[src/rtl/ram_arbiter_pkg.sv]
// Shared types and constants for the data-RAM arbiter.
//   state_e : sequencer states (IDLE, RMW)
//   port_e  : requester identities (CPU load/store = 0, DMA/loader = 1)
//   BE_FULL : byte-enable pattern that marks a full-word store
package ram_arb_pkg;

  typedef enum logic {IDLE = 1'b0, RMW = 1'b1} state_e;

  typedef enum logic {PORT_CPU = 1'b0, PORT_DMA = 1'b1} port_e;

  localparam logic [3:0] BE_FULL = 4'hF;

endpackage

[src/rtl/ram_arbiter_if.sv]
// Bundle of the two requester ports plus the single RAM port.
//   Requester side : req_i, we_i, addr_i, wdata_i, be_i -> gnt_o, rvalid_o, rdata_o
//   RAM side       : ram_we_o, ram_a_o, ram_wd_o <- ram_rd_i
// slave  : the arbiter's view (drives grants, responses and the RAM port)
// master : the requesters' and RAM's view
interface ram_arbiter_if #(
  parameter int unsigned WIDTH = 32,
  parameter int unsigned BE_W  = WIDTH / 8
);
  logic [1:0]                  req_i;
  logic [1:0]                  we_i;
  logic [1:0][WIDTH-1:0]       addr_i;
  logic [1:0][WIDTH-1:0]       wdata_i;
  logic [1:0][BE_W-1:0]        be_i;
  logic [1:0]                  gnt_o;
  logic [1:0]                  rvalid_o;
  logic [WIDTH-1:0]            rdata_o;
  logic                        ram_we_o;
  logic [WIDTH-1:0]            ram_a_o;
  logic [WIDTH-1:0]            ram_wd_o;
  logic [WIDTH-1:0]            ram_rd_i;

  modport slave (
    input  req_i, we_i, addr_i, wdata_i, be_i, ram_rd_i,
    output gnt_o, rvalid_o, rdata_o, ram_we_o, ram_a_o, ram_wd_o
  );

  modport master (
    output req_i, we_i, addr_i, wdata_i, be_i, ram_rd_i,
    input  gnt_o, rvalid_o, rdata_o, ram_we_o, ram_a_o, ram_wd_o
  );
endinterface

[src/rtl/ram_byte_merge.sv]
// Combinational byte-lane merge for read-modify-write stores.
//   old_word : current RAM contents
//   new_word : store data
//   be       : byte enables, bit n selects lane [8n+7:8n] from new_word
//   merged   : resulting word
module ram_byte_merge #(
  parameter int unsigned WIDTH = 32,
  parameter int unsigned BE_W  = WIDTH / 8
) (
  input  logic [WIDTH-1:0] old_word,
  input  logic [WIDTH-1:0] new_word,
  input  logic [BE_W-1:0]  be,
  output logic [WIDTH-1:0] merged
);

  always_comb begin
    merged = old_word;
    for (int n = 0; n < int'(BE_W); n++) begin
      if (be[n]) merged[8*n +: 8] = new_word[8*n +: 8];
    end
  end

endmodule

[src/rtl/ram_arbiter.sv]
// Two-port round-robin arbiter and sequencer for the data RAM.
//   clk_i, rst_ni : clock and asynchronous active-low reset
//   bus           : requester ports 0 (CPU) / 1 (DMA) and the single RAM port
// Reads and full-word writes complete in the grant cycle with a registered response
// one cycle later; partial writes read-merge in the grant cycle and write in a
// following RMW cycle, during which no new grant is issued.
module ram_arbiter
  import ram_arb_pkg::*;
#(
  parameter int unsigned WIDTH = 32,
  parameter int unsigned BE_W  = WIDTH / 8
) (
  input  logic         clk_i,
  input  logic         rst_ni,
  ram_arbiter_if.slave bus
);

  state_e           state_q, state_d;
  port_e            last_q, rmw_port_q;
  logic [1:0]       rvalid_q, rvalid_d;
  logic [WIDTH-1:0] rdata_q;
  logic [WIDTH-1:0] rmw_addr_q, rmw_data_q;

  logic             win;
  logic             accept;
  logic             win_we;
  logic [WIDTH-1:0] win_addr, win_wdata, merged;
  logic [BE_W-1:0]  win_be;
  logic             full_wr, part_wr;

  // Under contention the port that did not win last time goes first.
  assign win       = (bus.req_i == 2'b11) ? ~last_q : bus.req_i[1];
  assign accept    = (state_q == IDLE) && (bus.req_i != 2'b00);
  assign win_we    = bus.we_i[win];
  assign win_addr  = {bus.addr_i[win][WIDTH-1:2], 2'b00};
  assign win_wdata = bus.wdata_i[win];
  assign win_be    = bus.be_i[win];
  assign full_wr   = win_we && (win_be == BE_FULL);
  assign part_wr   = win_we && (win_be != '0) && (win_be != BE_FULL);

  ram_byte_merge #(
    .WIDTH (WIDTH),
    .BE_W  (BE_W)
  ) u_merge (
    .old_word (bus.ram_rd_i),
    .new_word (win_wdata),
    .be       (win_be),
    .merged   (merged)
  );

  // State register.
  always_ff @(posedge clk_i or negedge rst_ni) begin
    if (!rst_ni) state_q <= IDLE;
    else         state_q <= state_d;
  end

  // Next-state logic.
  always_comb begin
    state_d = state_q;
    unique case (state_q)
      IDLE:    if (accept && part_wr) state_d = RMW;
      RMW:     state_d = IDLE;
      default: state_d = IDLE;
    endcase
  end

  // Output logic: grant and RAM port.
  always_comb begin
    bus.gnt_o    = 2'b00;
    bus.ram_we_o = 1'b0;
    bus.ram_a_o  = '0;
    bus.ram_wd_o = '0;
    unique case (state_q)
      IDLE: begin
        if (accept) begin
          bus.gnt_o[win] = 1'b1;
          bus.ram_a_o    = win_addr;
          if (full_wr) begin
            bus.ram_we_o = 1'b1;
            bus.ram_wd_o = win_wdata;
          end
        end
      end
      RMW: begin
        bus.ram_we_o = 1'b1;
        bus.ram_a_o  = rmw_addr_q;
        bus.ram_wd_o = rmw_data_q;
      end
      default: ;
    endcase
  end

  // Partial writes respond after their RMW cycle rather than after the grant.
  always_comb begin
    rvalid_d = 2'b00;
    if (accept && !part_wr) rvalid_d[win] = 1'b1;
    if (state_q == RMW)     rvalid_d[rmw_port_q] = 1'b1;
  end

  always_ff @(posedge clk_i or negedge rst_ni) begin
    if (!rst_ni) begin
      last_q     <= PORT_DMA;
      rmw_port_q <= PORT_CPU;
      rvalid_q   <= 2'b00;
      rdata_q    <= '0;
      rmw_addr_q <= '0;
      rmw_data_q <= '0;
    end else begin
      rvalid_q <= rvalid_d;
      if (accept) begin
        last_q <= port_e'(win);
        if (!win_we) rdata_q <= bus.ram_rd_i;
        if (part_wr) begin
          rmw_port_q <= port_e'(win);
          rmw_addr_q <= win_addr;
          rmw_data_q <= merged;
        end
      end
    end
  end

  assign bus.rvalid_o = rvalid_q;
  assign bus.rdata_o  = rdata_q;

endmodule

[src/flat_wrapper.sv]
// flat-port wrapper written by rule: the top's interface ports become plain ports
module ram_arbiter_flat import ram_arb_pkg::*;
#(
  parameter int unsigned WIDTH = 32,
  parameter int unsigned BE_W  = WIDTH / 8
)
  (clk_i, rst_ni, bus_req_i, bus_we_i, bus_addr_i, bus_wdata_i, bus_be_i, bus_ram_rd_i, bus_gnt_o, bus_rvalid_o, bus_rdata_o, bus_ram_we_o, bus_ram_a_o, bus_ram_wd_o);
  ram_arbiter_if #(.WIDTH(WIDTH), .BE_W(BE_W)) bus_i ();
  input  logic clk_i;
  input  logic rst_ni;
  input wire logic [$bits(bus_i.req_i)-1:0] bus_req_i;
  input wire logic [$bits(bus_i.we_i)-1:0] bus_we_i;
  input wire logic [$bits(bus_i.addr_i)-1:0] bus_addr_i;
  input wire logic [$bits(bus_i.wdata_i)-1:0] bus_wdata_i;
  input wire logic [$bits(bus_i.be_i)-1:0] bus_be_i;
  input wire logic [$bits(bus_i.ram_rd_i)-1:0] bus_ram_rd_i;
  output wire logic [$bits(bus_i.gnt_o)-1:0] bus_gnt_o;
  output wire logic [$bits(bus_i.rvalid_o)-1:0] bus_rvalid_o;
  output wire logic [$bits(bus_i.rdata_o)-1:0] bus_rdata_o;
  output wire logic [$bits(bus_i.ram_we_o)-1:0] bus_ram_we_o;
  output wire logic [$bits(bus_i.ram_a_o)-1:0] bus_ram_a_o;
  output wire logic [$bits(bus_i.ram_wd_o)-1:0] bus_ram_wd_o;
  assign bus_i.req_i = bus_req_i;
  assign bus_i.we_i = bus_we_i;
  assign bus_i.addr_i = bus_addr_i;
  assign bus_i.wdata_i = bus_wdata_i;
  assign bus_i.be_i = bus_be_i;
  assign bus_i.ram_rd_i = bus_ram_rd_i;
  assign bus_gnt_o = bus_i.gnt_o;
  assign bus_rvalid_o = bus_i.rvalid_o;
  assign bus_rdata_o = bus_i.rdata_o;
  assign bus_ram_we_o = bus_i.ram_we_o;
  assign bus_ram_a_o = bus_i.ram_a_o;
  assign bus_ram_wd_o = bus_i.ram_wd_o;
  ram_arbiter #(.WIDTH(WIDTH), .BE_W(BE_W)) u_core (.clk_i(clk_i), .rst_ni(rst_ni), .bus(bus_i));
endmodule
[config.mk]
export PLATFORM = sky130hd
export DESIGN_NAME = ram_arbiter_flat
export DESIGN_NICKNAME = d
export VERILOG_FILES = /design/src/rtl/ram_arbiter_pkg.sv /design/src/rtl/ram_arbiter_if.sv /design/src/rtl/ram_byte_merge.sv /design/src/rtl/ram_arbiter.sv /design/src/flat_wrapper.sv
export SDC_FILE = /design/constraint.sdc
export NUM_CORES = 1
export LEC_CHECK = 0
export CAP_MARGIN = 40
export CORE_UTILIZATION = 45
export CTS_BUF_LIST = sky130_fd_sc_hd__clkbuf_8 sky130_fd_sc_hd__clkbuf_16
export CTS_CLUSTER_DIAMETER = 150
export DETAILED_ROUTE_END_ITERATION = 16
export PLACE_DENSITY_LB_ADDON = 0.08
export SYNTH_ARGS = -nofsm -noshare
export SYNTH_HDL_FRONTEND = slang
export SYNTH_SLANG_ARGS = --single-unit
[constraint.sdc]
create_clock -name clk_i -period 4.1 [get_ports clk_i]
set_clock_uncertainty 0.1 [all_clocks]
set_input_delay 0.41 -clock clk_i [delete_from_list [all_inputs] [get_ports clk_i]]
set_output_delay 0.41 -clock clk_i [all_outputs]
set_load 0.02 [all_outputs]
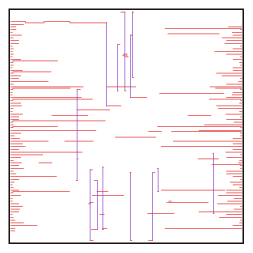
*Signal wires by layer, run 1*
(2 px per um) Two of the layers only.
- red: met3 (wire length 1,680 um)
- purple: met4 (wire length 414 um)

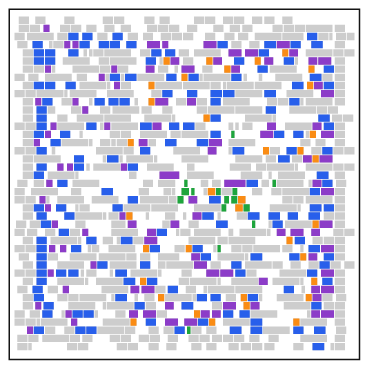
*Gate-type map, run 1*
(3 px per um)
- orange: AND and OR gates (cells 35)
- blue: multiplexers (cells 162; where spread over the die)
- purple: inverting AOI/OAI gates (cells 99; where spread over the die)
- green: NAND gates (cells 15; where center)

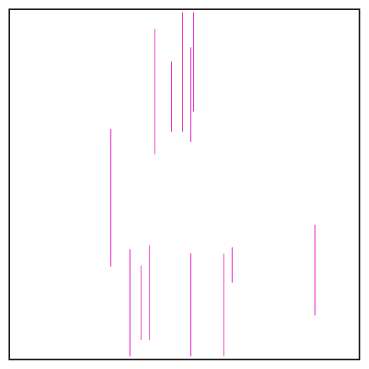
*The metal 4 layer, run 1*
(3 px per um)
- wire length on this layer: 414 um
- longest straight run: 45.6 um
- main direction: vertical
- nets with wire on the layer: 12
- share of all routed wire: 2.3%

==> results.sh, run 1 <==
# yosys + openroad results
export IMPL_track_usage=0.266
export IMPL_dp_cells=938
export IMPL_top_power_group="combinational logic"
export IMPL_sw_frac_of_total=0.348
export IMPL_sh_comb_area=0.326
export IMPL_finalClockPeriodUsage=0.924
export IMPL_nClkBuffers=10
export IMPL_busiest_layer="met2"
export IMPL_grt_pass1_wl_mm=27.5
export IMPL_grt_overflow_total=0
export IMPL_final_clk_cell_share=0.0291
export IMPL_final_cell_mix="clkdlybuf4s50_1, mux2i_1, dfrtp_1"
export IMPL_dieArea_sq_mm=0.0135
export IMPL_inverters=67
export IMPL_largest_class="combinational gates"
export IMPL_route_detailed_drc=0
export IMPL_p_int_uw=2600
export IMPL_final_util=0.709
export IMPL_netlist_instances=520
export IMPL_p_seq_frac=0.360
export IMPL_antenna_found_initial=0
export IMPL_edf_count=0
export IMPL_p_clk_uw=765
export IMPL_layout_top_cell="clkdlybuf4s50_1"
export IMPL_synthMostInstantiatedCell="mux2i_1"
export IMPL_whs_path_depth=1
export IMPL_rsz0062_at_grt="no"
export IMPL_cp_startpoint="bus_req_i[1]"
export IMPL_combPwrFrac=0.448
export IMPL_portBuffers=268
export IMPL_ys_seq_frac=0.422
export IMPL_path_clk_slew_ns=0.07
export IMPL_status="completed"
export IMPL_cts_resized=0
export IMPL_p_clk_frac=0.192
export IMPL_clock_latency_ns=0.33
export IMPL_fp_util=0.464
export IMPL_pg_comb_uw=1780
export IMPL_hold_end="u_core.bus.rdata_o[22]$_DFFE_PN0P_"
export IMPL_die_width_um=116
export IMPL_openroad_warnings=30
export IMPL_cts_tree="done"
export IMPL_p_total_uw=3980
export IMPL_cp_required_ns=3.59
export IMPL_ys_area_sq_mm=0.00588
export IMPL_clk_path_buf_depth=2
export IMPL_ant_nets=0
export IMPL_post_cts_setup_buffer_count=0
export IMPL_placed_area_sq_mm=0.00871
export IMPL_crit_end="bus_ram_wd_o[3]"
export IMPL_ys_warn_count=0
export IMPL_yosys_cells=520
export IMPL_seq_power_uw=1430
export IMPL_postCtsHoldBufs=1
export IMPL_finalSetupTns_ns=0
export IMPL_hold_start="u_core.bus.rdata_o[22]$_DFFE_PN0P_"
export IMPL_first_iter_violations=233
export IMPL_cp_max_fo=21
export IMPL_drt_wl_total_mm=17.8
export IMPL_fp_dieH_um=116
export IMPL_critical_path_class="input pin to output port"
export IMPL_r2r_start="u_core.last_q$_DFFE_PN1P_"
export IMPL_power_density_mw_per_mm2=443
export IMPL_vias=5222
export IMPL_yosysTopAreaCell="dfrtp_1"
export IMPL_r2r_slack_ns=1.29
export IMPL_viasPerCell=5.47
export IMPL_cts_root_buf="clkbuf_16"
export IMPL_ys_types=30
export IMPL_grt_pass1_vias=5252
export IMPL_end_kind="output port"
export IMPL_setup_violations_final=0
export IMPL_worst_r2r_cell_count=6
export IMPL_buffers=283
export IMPL_drive_above_1_share=0.0985
export IMPL_switchingPower_uw=1380
export IMPL_seqCellArea_sq_mm=0.00248
export IMPL_fin_crit_ns=3.79
export IMPL_grt_util_met2=0.452
==> run 1: worst max-delay path, stage by stage <==
cell             delay [ns]
clkdlybuf4s50_1        0.56
a21boi_4               0.35
mux2_1                 0.34
or3_2                  0.49
buf_4                  0.28
o22ai_2                0.21
clkdlybuf4s50_1        0.63
==> run 1: per-layer routing <==
layer,wire [um],share of wire
met5,0,0
met4,413,0.023
met3,1680,0.095
met2,8650,0.49
met1,7020,0.40
==> run 1: cells by family (layout without fill, tap and decap cells) <==
| family | Yosys count | after routing | share of synthesized area |
|---|---|---|---|
| flip-flops | 99 | 99 | 0.422 |
| AND/OR/NAND/NOR | 52 | 52 | 0.0513 |
| buffers and inverters | 104 | 365 | 0.0849 |
| other | 1 | 2 | 0.000638 |
| AND-OR/OR-AND | 102 | 102 | 0.157 |
| multiplexers | 162 | 162 | 0.284 |
--- run 2 (diff from run 1) ---
--- a/config.mk
+++ b/config.mk
@@ -6,6 +6,7 @@
 export NUM_CORES = 1
 export LEC_CHECK = 0
 export CAP_MARGIN = 40
+export CORE_MARGIN = 2
 export CORE_UTILIZATION = 45
 export CTS_BUF_LIST = sky130_fd_sc_hd__clkbuf_8 sky130_fd_sc_hd__clkbuf_16
 export CTS_CLUSTER_DIAMETER = 150
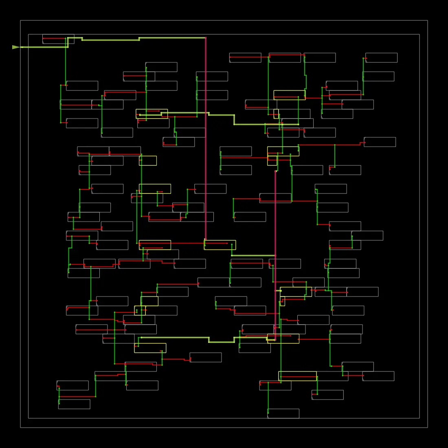
*Clock nets, run 2*
worst-skew pair later-pin latency: 0.35 ns
clock sink total: 99
Power Clock: 882 uW

==> run 2 against run 1 <==
  * Combinational power about the same
  * Synthesized area unchanged
  * Fmax down 0.32%
  * First-iteration DRC count up 50%
  * Clock-buffer cell count up 1
  * Synthesized cell count unchanged
  * Clock power up 15%
  * Wire length up 2.9%
  * Power up 3.1%
  * Largest cell class unchanged
  * Highest routed layer unchanged
==> results.sh, run 2 <==
# yosys + openroad results
export IMPL_cts_root_buf="clkbuf_16"
export IMPL_combPwrFrac=0.436
export IMPL_ys_warn_count=0
export IMPL_worst_hold_path_type="register to register"
export IMPL_cts_tree="done"
export IMPL_fp_util=0.464
export IMPL_ys_seq_elements=99
export IMPL_netlist_instances=520
export IMPL_antenna_found_initial=0
export IMPL_portBuffers=268
export IMPL_path_common_cell="clkdlybuf4s50_1"
export IMPL_finalSetupTns_ns=0
export IMPL_final_cell_mix="clkdlybuf4s50_1, mux2i_1, dfrtp_1"
export IMPL_drv_slew=0
export IMPL_layoutNonFillerInstCount=954
export IMPL_clk_path_buf_depth=2
export IMPL_ys_area_sq_mm=0.00588
export IMPL_ys_seq_frac=0.422
export IMPL_viasPerCell=5.45
export IMPL_coreArea_sq_mm=0.0127
export IMPL_die_width_um=118
export IMPL_met1_length_mm=7.62
export IMPL_grt_pass1_vias=5436
export IMPL_ios=275
export IMPL_first_pass_iters=5
export IMPL_finalClockPeriodUsage=0.927
export IMPL_worst_r2r_cell_count=6
export IMPL_met3_usage=0.0801
export IMPL_dieArea_sq_mm=0.0140
export IMPL_cts_resized=0
export IMPL_hold_start="u_core.bus.rdata_o[13]$_DFFE_PN0P_"
export IMPL_whs_path_depth=1
export IMPL_cp_required_ns=3.59
export IMPL_antenna_cells=0
export IMPL_ff_type="dfrtp_1"
export IMPL_max_slew_margin=0.486
export IMPL_dp_slack_ns=0.319
export IMPL_seq_power_uw=1430
export IMPL_worstReg2RegEnd="u_core.bus.rdata_o[24]$_DFFE_PN0P_"
export IMPL_worstSetupPathDepth=7
export IMPL_openroad_warnings=30
export IMPL_yosysTopAreaCell="dfrtp_1"
export IMPL_r2r_slack_ns=1.26
export IMPL_p_seq_frac=0.349
export IMPL_crit_end="bus_ram_wd_o[16]"
export IMPL_vias=5204
export IMPL_ant_nets=0
export IMPL_tightest_slew_ns=0.770
export IMPL_status="completed"
export IMPL_dp_cells=937
export IMPL_route_detailed_drc=0
export IMPL_cp_startpoint="bus_req_i[1]"
export IMPL_p_total_uw=4100
export IMPL_grt_util_met2=0.428
export IMPL_r2r_start="u_core.last_q$_DFFE_PN1P_"
export IMPL_crit_slowest_cell="clkdlybuf4s50_1"
export IMPL_p_int_uw=2680
export IMPL_edf_count=0
export IMPL_ys_types=30
export IMPL_holdWs_ns=0.391
export IMPL_synthMostInstantiatedCell="mux2i_1"
export IMPL_cpPeakStageDelay_ns=0.64
export IMPL_syn2layout_area_growth_pct=53.3
export IMPL_busiest_layer="met2"
export IMPL_power_density_mw_per_mm2=455
export IMPL_numCtsBuffers=9
export IMPL_top_power_group="combinational logic"
export IMPL_wl_met2_mm=8.78
export IMPL_cp_max_fo=21
export IMPL_wl_met3_mm=1.47
export IMPL_setup_violations_final=0
export IMPL_fin_crit_ns=3.80
export IMPL_cpLargestDelayFamily="buffers and inverters"
export IMPL_path_clk_slew_ns=0.07
export IMPL_grt_overflow_total=0
export IMPL_switchingPower_uw=1420
export IMPL_yosys_top_cells_area="dfrtp_1, mux2i_1, o22ai_2, mux2_1, o221ai_1"
export IMPL_rsz0062_at_grt="no"
export IMPL_drv_cap=0
export IMPL_post_dp_hpwl_mm=13.4
export IMPL_postCtsHoldBufs=1
export IMPL_critical_path_class="input pin to output port"
export IMPL_p_clk_frac=0.215
export IMPL_startpoint_type="input pin"
export IMPL_netlist_area_sq_mm=0.00588
export IMPL_post_cts_setup_buffer_count=0
export IMPL_hold_violations=0
export IMPL_top_layer="met4"
export IMPL_hold_end="u_core.bus.rdata_o[13]$_DFFE_PN0P_"
export IMPL_gp_congestion=0.845
export IMPL_path_cells="clkdlybuf4s50_1, a21boi_4, mux2_1, or3_2, buf_4, o22ai_2, clkdlybuf4s50_1"
export IMPL_yosys_cells=520
export IMPL_pg_comb_uw=1790
export IMPL_fp_dieH_um=118
export IMPL_track_usage=0.260
export IMPL_path_buffers=3
export IMPL_layout_top_cell="clkdlybuf4s50_1"
export IMPL_sw_frac_of_total=0.347
export IMPL_drive_above_1_share=0.0985
export IMPL_grt_pass1_wl_mm=28.8
export IMPL_first_iter_violations=350
export IMPL_arrival_ns=3.29
export IMPL_drt_wl_total_mm=18.3
export IMPL_end_kind="output port"
export IMPL_ys_async_sr_fraction=1.00
export IMPL_grt_max_degree=52
==> run 2: stage by stage <==
| stage | utilization | cell area, sq um |
|---|---|---|
| floorplan | - | 5880 |
| global placement | 0.684 | 8670 |
| detailed placement | 0.686 | 8690 |
| CTS | 0.711 | 9010 |
| global route | 0.711 | 9010 |
| finish | 0.711 | 9010 |
==> run 2: kinds of logic after synthesis <==
group / Yosys count / synth area share
AND/OR/NAND/NOR: 52 / 0.0513
buffers and inverters: 104 / 0.0849
other: 1 / 0.000638
multiplexers: 162 / 0.284
flip-flops: 99 / 0.422
AND-OR/OR-AND: 102 / 0.157
==> run 2: final cells by class <==
cell class                 count  area, sq um
tap                          172          215
timing repair buffer         282         2830
multi-input combinational    318         2930
clock inverter                 5         53.8
inverter                      67          251
sequential                    99         2480
clock buffer                  11          253
fill                         958         3660
Power is estimated from default activity; no workload was simulated.
